==> config.mk <==
export PLATFORM = sky130hd
export DESIGN_NAME = knn_topk_stream_sort
export DESIGN_NICKNAME = d
export VERILOG_FILES = /design/src/rtl/knn_topk_stream_sort.sv
export SDC_FILE = /design/constraint.sdc
export NUM_CORES = 1
export LEC_CHECK = 0
export ABC_AREA = 1
export CAP_MARGIN = 30
export CORE_MARGIN = 2
export CORE_UTILIZATION = 45
export CTS_CLUSTER_DIAMETER = 60
export DETAILED_ROUTE_END_ITERATION = 6
export PLACE_DENSITY_LB_ADDON = 0.08
export SLEW_MARGIN = 20
export SYNTH_ARGS = -nofsm -noshare
export SYNTH_HDL_FRONTEND = slang
export SYNTH_SLANG_ARGS = --single-unit
==> constraint.sdc <==
create_clock -name clk -period 5 [get_ports clk]
set_input_delay 0.5 -clock clk [delete_from_list [all_inputs] [get_ports clk]]
set_output_delay 0.5 -clock clk [all_outputs]
set_load 0.02 [all_outputs]
==> src/rtl/knn_topk_stream_sort.sv <==
// Streaming top-K distance sorter: keeps the K smallest (distance, type)
// pairs of a frame in an insertion-sorted register array.
module knn_topk_stream_sort #(
    parameter int W      = 16,
    parameter int TYPE_W = 4,
    parameter int K      = 4,
    parameter int MAX_N  = 64
) (
    input  logic                clk,
    input  logic                rst,
    input  logic                in_valid,
    output logic                in_ready,
    input  logic [W-1:0]        in_distance,
    input  logic [TYPE_W-1:0]   in_type,
    input  logic                in_last,
    output logic                out_valid,
    input  logic                out_ready,
    output logic [K*W-1:0]      out_distance,
    output logic [K*TYPE_W-1:0] out_type,
    output logic [$clog2(K+1)-1:0] out_count,
    output logic                out_overflow
);

    localparam int CW = $clog2(K + 1);
    localparam int NW = $clog2(MAX_N + 2);

    typedef enum logic {ACCUM, HOLD} state_t;

    state_t state, state_nxt;

    logic [W-1:0]      slot_d [K];
    logic [TYPE_W-1:0] slot_t [K];
    logic [W-1:0]      nxt_d  [K];
    logic [TYPE_W-1:0] nxt_t  [K];
    logic [W-1:0]      sh_d   [K];
    logic [TYPE_W-1:0] sh_t   [K];
    logic [K-1:0]      le;
    logic [K-1:0]      prev_le;
    logic [CW-1:0]     occ;
    logic [NW-1:0]     n_cnt;
    logic              in_fire;
    logic              out_fire;

    assign in_ready  = (state == ACCUM);
    assign out_valid = (state == HOLD);
    assign in_fire   = in_valid && in_ready;
    assign out_fire  = out_valid && out_ready;

    always_ff @(posedge clk) begin
        if (rst) state <= ACCUM;
        else     state <= state_nxt;
    end

    always_comb begin
        state_nxt = state;
        unique case (1'b1)
            (state == ACCUM): if (in_fire && in_last) state_nxt = HOLD;
            (state == HOLD):  if (out_fire) state_nxt = ACCUM;
            default:          state_nxt = ACCUM;
        endcase
    end

    // le is a prefix mask because slots stay sorted; using <= keeps ties stable
    always_comb begin
        le = '0;
        for (int i = 0; i < K; i++)
            le[i] = (i < int'(occ)) && (slot_d[i] <= in_distance);
    end

    always_comb begin
        prev_le = (le << 1) | K'(1);
        sh_d[0] = in_distance;
        sh_t[0] = in_type;
        for (int i = 1; i < K; i++) begin
            sh_d[i] = slot_d[i-1];
            sh_t[i] = slot_t[i-1];
        end
        for (int i = 0; i < K; i++) begin
            nxt_d[i] = slot_d[i];
            nxt_t[i] = slot_t[i];
            if (!le[i]) begin
                if (prev_le[i]) begin
                    nxt_d[i] = in_distance;
                    nxt_t[i] = in_type;
                end else begin
                    nxt_d[i] = sh_d[i];
                    nxt_t[i] = sh_t[i];
                end
            end
        end
    end

    always_ff @(posedge clk) begin
        if (rst || out_fire) begin
            for (int i = 0; i < K; i++) begin
                slot_d[i] <= '1;
                slot_t[i] <= '0;
            end
            occ   <= '0;
            n_cnt <= '0;
        end else if (in_fire) begin
            for (int i = 0; i < K; i++) begin
                slot_d[i] <= nxt_d[i];
                slot_t[i] <= nxt_t[i];
            end
            if (occ != CW'(K))
                occ <= occ + 1'b1;
            if (n_cnt != NW'(MAX_N + 1))
                n_cnt <= n_cnt + 1'b1;
        end
    end

    for (genvar i = 0; i < K; i++) begin : g_out
        assign out_distance[i*W +: W]        = slot_d[i];
        assign out_type[i*TYPE_W +: TYPE_W]  = slot_t[i];
    end

    assign out_count    = occ;
    assign out_overflow = (n_cnt > NW'(MAX_N));

endmodule

### PDN straps and rails, run 1

The bar under the picture is 20 µm long. Pins as bars on the die edge. Tap cells in grey.
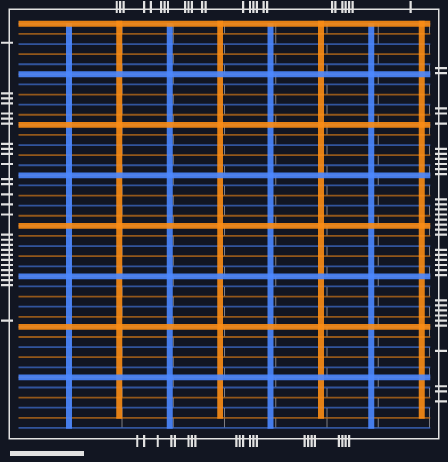
orange -> VDD
blue -> VSS
rows = 40
met4 straps = 8
met5 straps = 8
die span in y: 115 µm
Die W: 115 µm
core area: 12,100 µm²
Max rail drop VDD: 0.193 mV

### Cells coloured by class, run 1

The bar under the picture is 20 µm long.
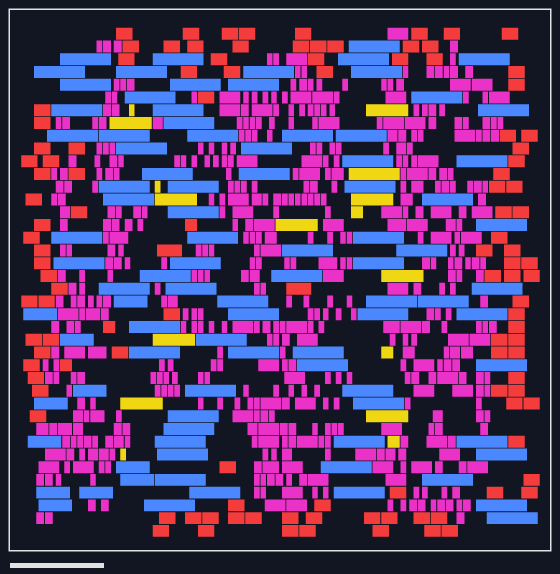
blue -> sequential cells  # cells 91, share of their area 38%
red -> remaining buffers and delay cells  # cells 115, share of their area 17%
yellow -> clock drivers and dummy loads  # cells 16, share of their area 4.2%
magenta -> combinational and other logic  # cells 516, share of their area 41%
design area: 7090 µm²
# rows: 40
flop share of the area: 37.0%
Util after Layout: 58.8%

==> results.sh, run 1 <==
# flow metrics
export IMPL_status="finished, final reports clean"
export IMPL_drc_errors=0
export IMPL_dpl_instance_area_um2=6770
export IMPL_timing_fmax_mhz=282
export IMPL_clk_pin_slew_ns=0.07
export IMPL_period_needed_ns=3.55
export IMPL_critPathRequiredTime_ns=4.96
export IMPL_hold_viol=0
export IMPL_dp_cells=887
export IMPL_grt_use_total_pct=22.9
export IMPL_adder_share_pct=15.5
export IMPL_tightest_slew_ns=0.937
export IMPL_cp_max_fo=25
export IMPL_setup_violations=0
export IMPL_yosys_top_cells_count="nand2_1 (210), edfxtp_1 (80), ha_1 (69)"
export IMPL_power_density_nw_per_um2=279
export IMPL_setup_tns_final_ns=0
export IMPL_start_kind="input pin"
export IMPL_holdPathEnd="n_cnt[6]"
export IMPL_yosysTopAreaCell="edfxtp_1"
export IMPL_synthAoiAreaFrac_pct=6.78
export IMPL_cts_tree="yes"
export IMPL_netlist_instances=624
export IMPL_post_cts_buffers=0
export IMPL_warnings=29
export IMPL_clockBufferDepth=2
export IMPL_post_dp_hpwl_mm=11.3
export IMPL_fin_total_pwr_w=0.00198
export IMPL_p_leak_nw=3.09
export IMPL_yosys_cell_types_count=29
export IMPL_yosysTopAreaCellShare_pct=43.1
export IMPL_reg2reg_to="slot_d[0][34]"
export IMPL_grt_pass1_wl_mm=23.0
export IMPL_grt_pass1_vias=4494
export IMPL_place_ws_ns=1.02
export IMPL_reg2reg_depth=13
export IMPL_die_area_um2=13300
### Routed clock nets over the placement, run 1

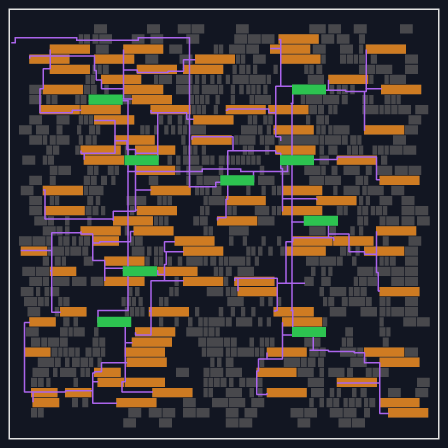
green -> clock drivers  # count 9
orange -> flip-flops  # count 91
purple -> clock wires  # length 1,170 µm
flops lie = spread over the die

## run 1: worst max-delay path, stage by stage
cell and delay [ns]:
clkdlybuf4s50_1 0.48, inv_1 0.11, ha_1 0.32, inv_1 0.05, o21bai_1 0.17, nand2_1 0.09, nand2_1 0.07, nand2_1 0.05
nand2_1 0.06, nand2_1 0.05, nand2_1 0.08, nand2_2 0.34, nand2_4 0.35, nand2_1 0.08, nand2_1 0.70
## run 1: power by group
part	total (W)	switching (W)	internal [W]
clock network	0.000672	0.000283	0.000388
registers	0.000903	0.0000301	0.000873
logic	0.000401	0.000248	0.000154
total	0.00198	0.000561	0.00142
## run 1: cell usage in the layout, fill, tap and decap left out, drive strengths merged
cell / n
dfxtp: 11
nor3: 6
nor3b: 1
nor2: 30
edfxtp: 80
clkbuf: 12
bufinv: 1
a41oi: 1
nand2: 219
o21bai: 2
buf: 5
and3: 1
clkdlybuf4s50: 110
nand3: 52
a21oi: 49
o21ai: 15
nand4: 10
a21o: 3
or2: 1
o21a: 1
inv: 55
ha: 69
xor2: 1
clkinvlp: 3
## run 1: routing by layer
metal  global-route usage, %  vias to the layer above  wire length [µm]  share of wire (%)
li1                        -                     2339                 -                  -
met1                    30.3                     2192              6690                 45
met2                    38.2                      173              7110                 48
met3                    3.74                       21               831                5.6
met4                    8.27                        0               280                1.9
met5                       0                        -                 0                  0
## run 1: layout make-up
type / count / area [µm²] / area share (%)
flip-flops and latches: 91 / 2620 / 37.0
clock inverters: 4 / 52.6 / 0.741
inverters: 55 / 206 / 2.91
clock buffers: 12 / 236 / 3.33
multi-input cells: 461 / 2610 / 36.8
well taps: 168 / 210 / 2.96
repair buffers: 115 / 1150 / 16.3
## Run 2: what changed since run 1
Clock period 5 ns to 3.1 ns, I/O delays scaled along.
==> run 2 against run 1 <==
  * Global-route usage fell by 0.43 points
  * Flip-flop count did not move
  * Wire length fell by 2.4%
  * Clock power rose by 59%
  * Worst hold slack improved by 0.0070 ns
  * Synthesized cell count did not move
  * Critical path depth fell by 1
  * Non-clock buffer count rose by 9
  * Clock-buffer cell count fell by 3
  * Cell area rose by 0.83%
  * Combinational power rose by 64%
==> results.sh, run 2 <==
# flow metrics
export IMPL_hold_viol=0
export IMPL_power_frac_seq_pct=45.8
export IMPL_status="finished, final reports clean"
export IMPL_layout_cells_most_common="nand2_1"
export IMPL_dp_cells=899
export IMPL_ir_worst_vdd_mv=0.248
export IMPL_clockBufferDepth=2
export IMPL_tightest_slew_ns=0.645
export IMPL_crit_chain="clkdlybuf4s50_1, inv_1, ha_1, a21oi_1, o21ai_0, nand2_1, nand2_1, nand2_1, nand2_1, nand2_1, nand2_1, nand2_1, nand2_1, buf_4"
export IMPL_setup_violations=0
export IMPL_lay_top_cells="nand2_1 (210), clkdlybuf4s50_1 (110), edfxtp_1 (80)"
export IMPL_clk_pin_slew_ns=0.07
export IMPL_cp_max_fo=16
export IMPL_cts_tree="yes"
export IMPL_die_width_um=115
export IMPL_start_kind="input pin"
export IMPL_die_area_um2=13300
export IMPL_power_density_nw_per_um2=444
export IMPL_post_cts_buffers=0
export IMPL_fp_dieH_um=115
export IMPL_post_dp_hpwl_mm=11.4
export IMPL_netlist_instances=624
export IMPL_wl_met1_mm=6.67
export IMPL_yosysTopAreaCellShare_pct=43.1
## run 2: worst max-delay path: cells and delay by family
kind	cells	cell delay, ns
buf+inv	3	0.95
simple gates	8	0.69
fa+ha+maj	1	0.33
compound gates	2	0.27
## run 2: area by class of cell
class	count	area, µm²	share of cell area, %
timing repair buffer	124	1220	17.0
tap	168	210	2.94
clock inverter	7	57.6	0.805
inverter	55	206	2.89
sequential	91	2620	36.7
multi-input combinational	461	2610	36.5
clock buffer	9	225	3.15
## run 2: routing by layer
metal	track usage (%)	up-vias
li1	-	2357
met4	7.71	0
met5	0	-
met1	31.2	2242
met2	35.9	188
met3	3.74	24
## run 2: logic make-up (layout without fill, tap and decap cells)
logic type | Yosys count | in the layout
flops | 91 | 91
compound gates | 71 | 71
xor+xnor | 1 | 1
buf+inv | 72 | 195
fa+ha+maj | 69 | 69
simple gates | 320 | 320
## run 2: stage by stage
step	total power [W]	utilization, %	hold WS, ns	instance area [µm²]
final	0.00318	59.3	0.483	7150
after global routing	0.00333	59.3	0.531	7150
after CTS	0.00320	59.3	0.481	7150
after detailed placement	0.00214	57.0	0.470	6870
after global placement	0.00212	57.0	0.458	6870
after floorplan	0.00187	-	0.444	5570
## run 2: final timing paths
kind	slack, ns	cells after the start	endpoint	startpoint
hold reg to reg	0.48	2	n_cnt[6]	n_cnt[6]
setup / recovery	0.57	14	slot_d[0][61]	in_distance[1]
setup reg to reg	0.76	10	slot_d[0][3]	slot_d[0][15]
hold / removal	0.48	2	n_cnt[6]	n_cnt[6]
## run 2: power by group through the flow
stage                     sequential (W)  combinational, W  clock, W
after floorplan                  0.00154          0.000339         0
after global placement           0.00148          0.000639         0
after detailed placement         0.00148          0.000656         0
after CTS                        0.00146          0.000659   0.00109
after global routing             0.00146          0.000735   0.00114
final                            0.00146          0.000656   0.00107
### Cells coloured by class, run 2

The bar under the picture is 20 µm long.
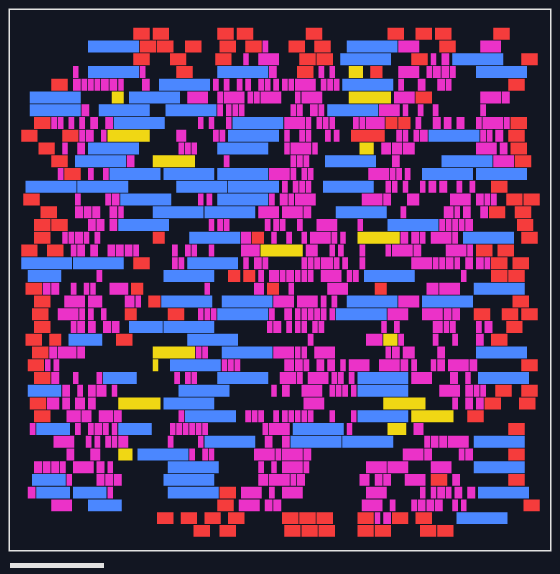
magenta -> combinational and other logic  # cells 516, share of their area 41%
red -> remaining buffers and delay cells  # cells 124, share of their area 18%
blue -> sequential cells  # cells 91, share of their area 38%
yellow -> clock drivers and dummy loads  # cells 16, share of their area 4.1%

### Routed clock nets over the placement, run 2

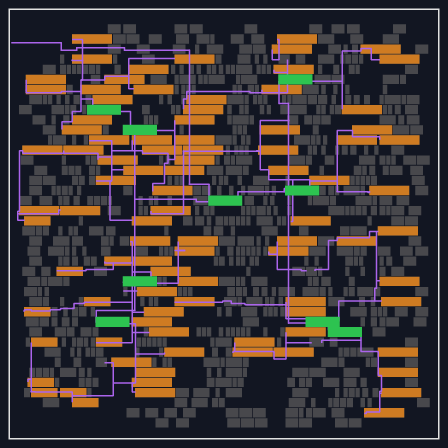
purple -> clock wires  # length 1,240 µm
orange -> flip-flops  # count 91
green -> clock drivers  # count 9
flops lie = spread over the die
clock skew: 0.0102 ns
clock share of power: 33.6%
clk latency late pin: 0.35 ns
clk pwr: 0.00107 W

### Cell outlines without signal wires, run 2

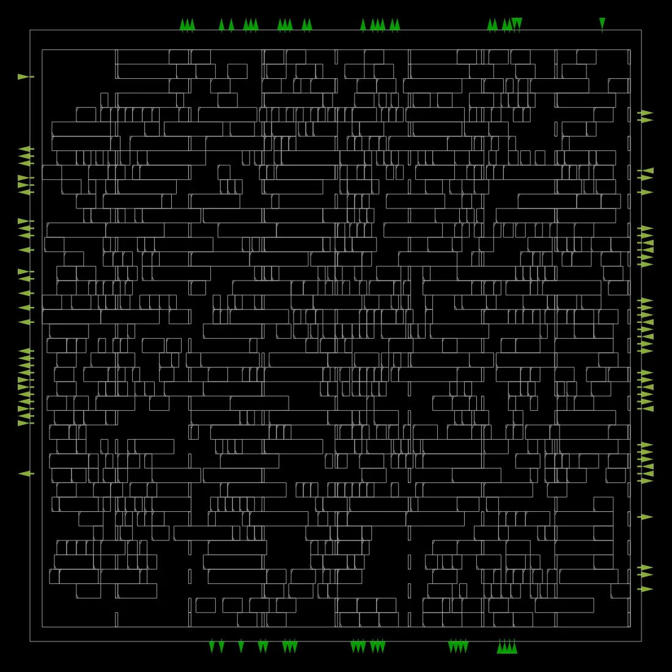
fill count: 1,067
final instance count without filler cells: 915
flop share of the area: 36.7%

## Run 3: what changed since run 2
Clock period 3.1 ns to 2.2 ns, I/O delays scaled along.
==> run 3 against run 2 <==
  * Cell area increased by 10%
  * First-iteration DRC count decreased by 17%
  * Via count increased by 3.4%
  * Clock-buffer cell count increased by 2
  * Clock skew decreased by 0.0028 ns
  * Combinational power increased by 71%
  * Flip-flop count unchanged
  * Power increased by 52%
  * Sequential share of layout area decreased by 3.4 points
  * Core utilization increased by 6.0 points
  * Final cell count increased by 4.6%
  * Non-clock buffer count increased by 42
  * Highest routed layer unchanged
==> results.sh, run 3 <==
# flow metrics
export IMPL_die_width_um=115
export IMPL_start_kind="register"
export IMPL_netlist_instances=624
export IMPL_power_density_nw_per_um2=615
export IMPL_hold_viol=0
export IMPL_lay_top_cells="nand2_1 (203), clkdlybuf4s50_1 (105), edfxtp_1 (80)"
export IMPL_dp_cells=930
export IMPL_top_cells_by_area="edfxtp_1 (43%), ha_1 (16%), nand2_1 (14%)"
export IMPL_final_area_um2=7880
export IMPL_crit_start="slot_d[0][47]"
export IMPL_dpl_instance_area_um2=7260
export IMPL_layout_cells_most_common="nand2_1"
export IMPL_power_share_clock_pct=34.5
export IMPL_post_dp_hpwl_mm=11.7
export IMPL_final_cells=957
export IMPL_powerComb_w=0.00112
export IMPL_status="finished, final reports clean"
export IMPL_grt_ovfl_total=0
export IMPL_ir_worst_vdd_mv=0.338
export IMPL_finalClockSkew_ns=0.00742
export IMPL_yosysMostFrequentCell="nand2_1"
export IMPL_powerSeq_w=0.00205
export IMPL_worstReg2RegStart="slot_d[0][47]"
export IMPL_setup_violations=0
export IMPL_top_power_group="registers"
export IMPL_clockBufferDepth=2
export IMPL_tightest_slew_ns=0.530
export IMPL_combPwrFrac_pct=23.2
export IMPL_pg_clk_w=0.00167
export IMPL_fp_dieH_um=115
export IMPL_power_frac_seq_pct=42.3
export IMPL_critPathArrivalTime_ns=2.21
export IMPL_largest_register="slot_d"
export IMPL_yosysTopAreaCellShare_pct=43.1
export IMPL_clk_pin_slew_ns=0.07
export IMPL_insertion_delay_ns=0.35
export IMPL_cp_max_fo=9
export IMPL_die_area_um2=13300
export IMPL_cts_tree="yes"
export IMPL_grt_max_degree=21
export IMPL_hp_start="in_distance[5]"
export IMPL_fin_hold_ws_ns=0.274
-- run 3: cell types whose count changed in the layout (fill, tap and decap cells not counted), sizes merged --
cell and change:
bufinv +2, buf +38, clkinv +1, inv -4
dlymetal6s2s +5, clkdlybuf4s50 -5, clkbuf +6, clkinvlp -1
-- run 3: cell type report --
cell class	instances	area (µm²)
Clock buffer	11	243
Clock inverter	5	77.6
Fill cell	982	4180
Inverter	55	206
Multi-Input combinational cell	461	2760
Sequential cell	91	2620
Tap cell	168	210
Timing Repair Buffer	166	1760
-- run 3: final timing paths --
check                           slack [ns]             to  cells past startpoint
worst max-delay path                  0.08  slot_d[0][62]                      9
worst min-delay path                  0.27  slot_d[0][53]                      3
worst max register to register        0.08  slot_d[0][62]                      9
worst min register to register        0.47       n_cnt[6]                      2
-- run 3: logic make-up (layout without fill, tap and decap cells) --
kind of cell | Yosys count | after routing | synth area share, %
compound gates | 71 | 71 | 6.79
xor+xnor | 1 | 1 | 0.157
fa+ha+maj | 69 | 69 | 15.5
buf+inv | 72 | 237 | 6.00
flops | 91 | 91 | 47.1
simple gates | 320 | 320 | 24.5
-- run 3: critical path, cell delays in order (launching register included) --
cell      delay (ns)
edfxtp_1        0.46
ha_4            0.32
nand4_1         0.12
nor3_2          0.26
nand4_1         0.17
nand2_2         0.14
nand2_4         0.06
buf_4           0.19
nand2_1         0.07
nand3_1         0.08
-- run 3: per-layer routing --
metal	wire [µm]	GRT usage (%)
met3	1000	5.22
met5	0	0
met4	316	6.59
met2	7240	37.4
met1	6640	30.6
-- run 3: per-stage QoR --
| stage | TNS (ns) | total power (W) |
|---|---|---|
| global route | -0.606 | 0.00506 |
| floorplan | 0 | 0.00265 |
| finish | 0 | 0.00485 |
| global placement | -34.10 | 0.00309 |
| detailed placement | -44.52 | 0.00312 |
| CTS | 0 | 0.00478 |
### Cell outlines without signal wires, run 3

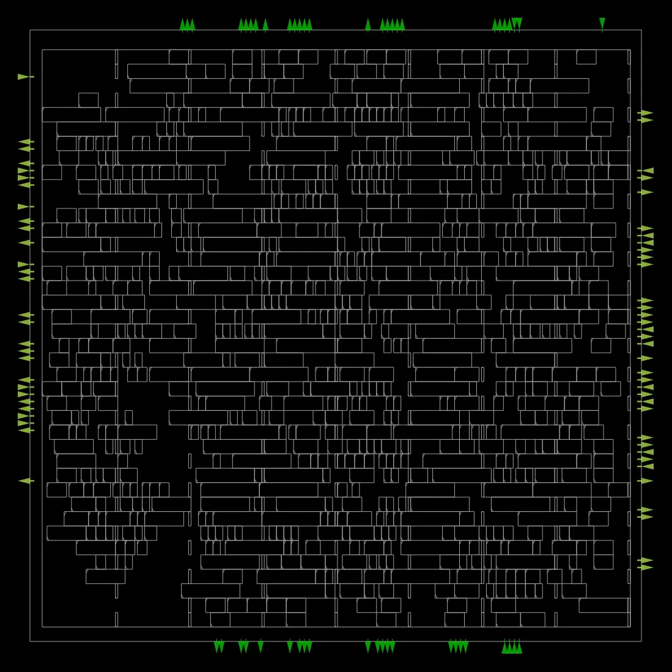
Util after Layout: 65.3%
Well Taps: 168
fill count: 982
flop count: 91

### Wiring by layer, run 3

The bar under the picture is 20 µm long. Two of the layers only.
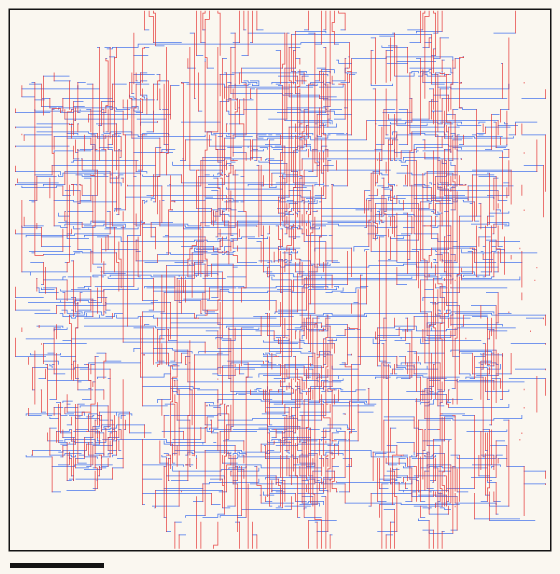
blue -> metal 1  # wire length 6,640 µm
red -> metal 2  # wire length 7,240 µm
final WL: 15.2 mm
total track usage: 22.9%

### PDN straps and rails, run 3

The bar under the picture is 20 µm long. Pins as bars on the die edge. Tap cells in grey.
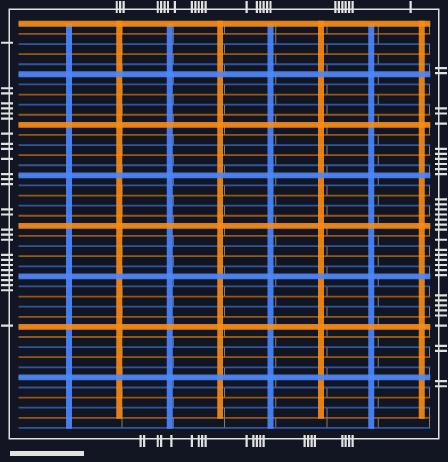
orange -> VDD
blue -> VSS
met4 straps = 8
met1 rails = 41
tap cells = 168
rows = 40
signal pins = 111

Power is estimated from default activity; no workload was simulated.
